`config.mk`:
```
export PLATFORM = sky130hd
export DESIGN_NAME = tapped_shift_window
export DESIGN_NICKNAME = d
export VERILOG_FILES = /design/src/rtl/tapped_shift_window.sv
export SDC_FILE = /design/constraint.sdc
export NUM_CORES = 1
export LEC_CHECK = 0
export ABC_AREA = 1
export CAP_MARGIN = 15
export CORE_MARGIN = 8
export CORE_UTILIZATION = 39
export DETAILED_ROUTE_END_ITERATION = 10
export HOLD_SLACK_MARGIN = 0.03
export PLACE_DENSITY = 0.87
export SLEW_MARGIN = 30
export SYNTH_ARGS = -nofsm -noshare
export SYNTH_HDL_FRONTEND = slang
export SYNTH_SLANG_ARGS = --single-unit
```
`constraint.sdc`:
```
create_clock -name clk -period 1.06 [get_ports clk]
set_input_delay 0.318 -clock clk [delete_from_list [all_inputs] [get_ports clk]]
set_output_delay 0.318 -clock clk [all_outputs]
set_load 0.02 [all_outputs]
```
`src/rtl/tapped_shift_window.sv`:
```
// Tapped shift window: DEPTH-stage sample delay line exposing every stage,
// per-stage valid flags, a saturating fill count and an end-of-line strobe.
module tapped_shift_window #(
  parameter  int WIDTH = 8,
  parameter  int DEPTH = 4,
  localparam int CW    = $clog2(DEPTH + 1)
) (
  input  logic                   clk,
  input  logic                   rst,
  input  logic                   flush,
  input  logic                   in_valid,
  input  logic [WIDTH-1:0]       inp,
  output logic [WIDTH*DEPTH-1:0] taps,
  output logic [DEPTH-1:0]       tap_valid,
  output logic [WIDTH-1:0]       outp,
  output logic                   out_valid,
  output logic [CW-1:0]          count,
  output logic                   window_full
);

  logic [WIDTH-1:0] stage_q [DEPTH];
  logic [WIDTH-1:0] stage_d [DEPTH];
  logic [DEPTH-1:0] tap_valid_q, tap_valid_d;
  logic [CW-1:0]    count_q, count_d;
  logic             out_valid_q, out_valid_d;
  logic             feed_valid;

  // Validity of the word that lands in the last stage on a shift.
  generate
    if (DEPTH == 1) begin : g_feed_single
      assign feed_valid = 1'b1;
    end else begin : g_feed_multi
      assign feed_valid = tap_valid_q[DEPTH-2];
    end
  endgenerate

  always_comb begin
    stage_d     = stage_q;
    tap_valid_d = tap_valid_q;
    count_d     = count_q;
    out_valid_d = 1'b0;
    if (in_valid) begin
      stage_d[0]     = inp;
      tap_valid_d[0] = 1'b1;
      for (int i = 1; i < DEPTH; i++) begin
        stage_d[i]     = stage_q[i-1];
        tap_valid_d[i] = tap_valid_q[i-1];
      end
      if (count_q != CW'(DEPTH)) begin
        count_d = count_q + CW'(1);
      end
      out_valid_d = feed_valid;
    end
  end

  // Reset and flush clear identically; reset simply wins if both are high.
  always_ff @(posedge clk) begin
    if (rst || flush) begin
      for (int i = 0; i < DEPTH; i++) begin
        stage_q[i] <= '0;
      end
      tap_valid_q <= '0;
      count_q     <= '0;
      out_valid_q <= 1'b0;
    end else begin
      for (int i = 0; i < DEPTH; i++) begin
        stage_q[i] <= stage_d[i];
      end
      tap_valid_q <= tap_valid_d;
      count_q     <= count_d;
      out_valid_q <= out_valid_d;
    end
  end

  generate
    for (genvar g = 0; g < DEPTH; g++) begin : g_taps
      assign taps[(DEPTH-1-g)*WIDTH +: WIDTH] = stage_q[g];
    end
  endgenerate

  assign tap_valid   = tap_valid_q;
  assign outp        = stage_q[DEPTH-1];
  assign out_valid   = out_valid_q;
  assign count       = count_q;
  assign window_full = (count_q == CW'(DEPTH));

endmodule

```
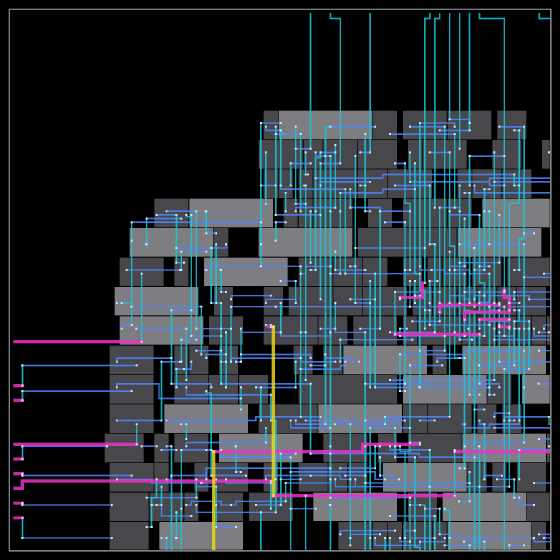
(images/zoom.png)
Region (0, 30) to (50, 80) um. Cells in grey, sequential cells in the stronger grey; small squares are vias.
[yellow] met4
[magenta] met3
[blue] met1
[cyan] met2
sequential cells in the window: 21
cells with their middle in the window: 134
netlist names of flops here include: taps (13), tap_valid (4), count (3)
most frequent: buf_6 (20), dfxtp_2 (18), buf_4 (17)

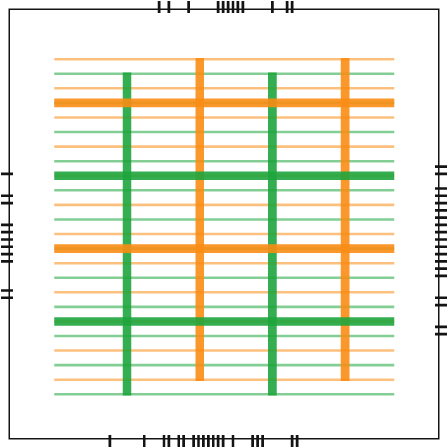
(images/pdn.png)
Pins as bars on the die edge.
[green] VSS
[orange] VDD
met4 straps: 4
rows: 23
met1 rails: 24

==> flow_summary.ini <==
; physical design summary
[final_timing]
final_hold_viol_count = 0
rsz0062_at_grt = true
slew_headroom_pct = 75.4
fin_ws_ps = -324
setup_viol = 39

[route]
drc = 0

[global_route]
antenna_found_initial = 0
grt-ovfl-total = 0

[finish]
lay_top_cells = buf_6, nand2_1, buf_4, dfxtp_2, a21oi_2
lay_top_count = buf_6

[power_and_ir_drop]
irDropWorstVdd_uv = 726

[worst_setup_path]
cp_top_family = flip-flops
worstRegToRegCells = 9
start_kind = flip-flop
cp.required_ps = 740

[clocking]
cts_buffers = 5

[placement]
gp_congestion = 0.768

[status]
violations = setup timing
outcome = finished with violations

[synth]
ys_chip_area_sq_mm = 0.00159
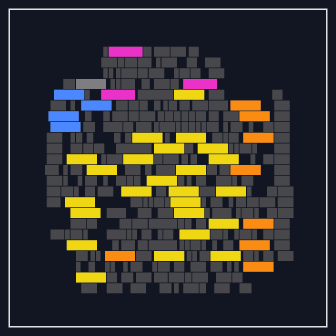
(images/registers.png)
Other sequential cells in the stronger grey, the rest of the logic in the fainter grey.
[blue] tap_valid | flops: 4
[magenta] count | flops: 3
[orange] outp | flops: 8
[yellow] taps | flops: 24
not coloured: 1

[report_power, final]
group	switching (mW)	internal (mW)
Clock	0.499	0.531
Sequential	0.0198	1.52
Combinational	0.191	0.179
[final timing paths]
path | start | end | slack, ps
max reg2reg | count[0] | count[2] | -170
max | count[0] | window_full | -320
min | tap_valid[3] | tap_valid[3] | 480
min reg2reg | tap_valid[3] | tap_valid[3] | 480
[worst reg2reg max path, cell delays in order (launching register included)]
cell	delay (ps)
dfxtp_4	350
buf_4	130
buf_6	110
buf_6	120
ha_4	160
nand2_4	70
inv_4	40
nand2_2	70
nand2_2	50
nor2_2	70
[cell type report]
type                       instances  area, sq um
fill                             302         1170
timing repair buffer             108         1060
sequential                        40          858
multi-input combinational        115          673
clock buffer                       8         90.1
inverter                          14         62.6
tap                               50         62.6
[flip-flops by register name (all words and copies together), names as in the netlist]
signal     count
taps          24
tap_valid      4
outp           8
count          3
out_valid      1
[logic make-up after synthesis]
family | Yosys count | share of synthesized area, %
and+or+nand+nor | 70 | 17.8
AOI/OAI and AO/OA | 43 | 18.7
DFF | 40 | 50.3
buffers and inverters | 32 | 11.7
adders and majority gates | 2 | 1.57
[routing by layer]
| layer | vias up | GRT usage [%] | share of wire [%] |
|---|---|---|---|
| met3 | 7 | 3.27 | 6.1 |
| met2 | 52 | 25.9 | 54 |
| met1 | 729 | 13.2 | 38 |
| li1 | 779 | - | - |
| met5 | - | 0 | 0 |
| met4 | 0 | 6.91 | 1.7 |
[Yosys cell counts]
master     n
a21oi_1   11
a21oi_2   21
buf_2      6
buf_4      9
buf_6      3
clkinv_1   1
dfxtp_1   40
ha_1       2
inv_1     11
inv_2      1
inv_4      1
nand2_1   54
nand2_2    1
nand3_1    8
nor2_1     6
nor2_4     1
o21ai_1   10
o21ai_2    1
[timing repair]
item	4_1_cts	5_1_grt
hold buffers	0	0
resized	345	12
buffers inserted	7	4
setup endpoints to repair	89	52
pin swaps	7	4
[metrics by stage]
step	util (%)	setup TNS (ps)	hold slack, ps	setup slack, ps	cells
floorplan	-	0	478	1.68	187
global placement	61.7	-23360	462	-453	316
detailed placement	61.7	-24540	463	-500	316
CTS	69.0	-1670	480	-314	331
global route	70.6	-2550	509	-342	335
finish	70.6	-1450	481	-324	335
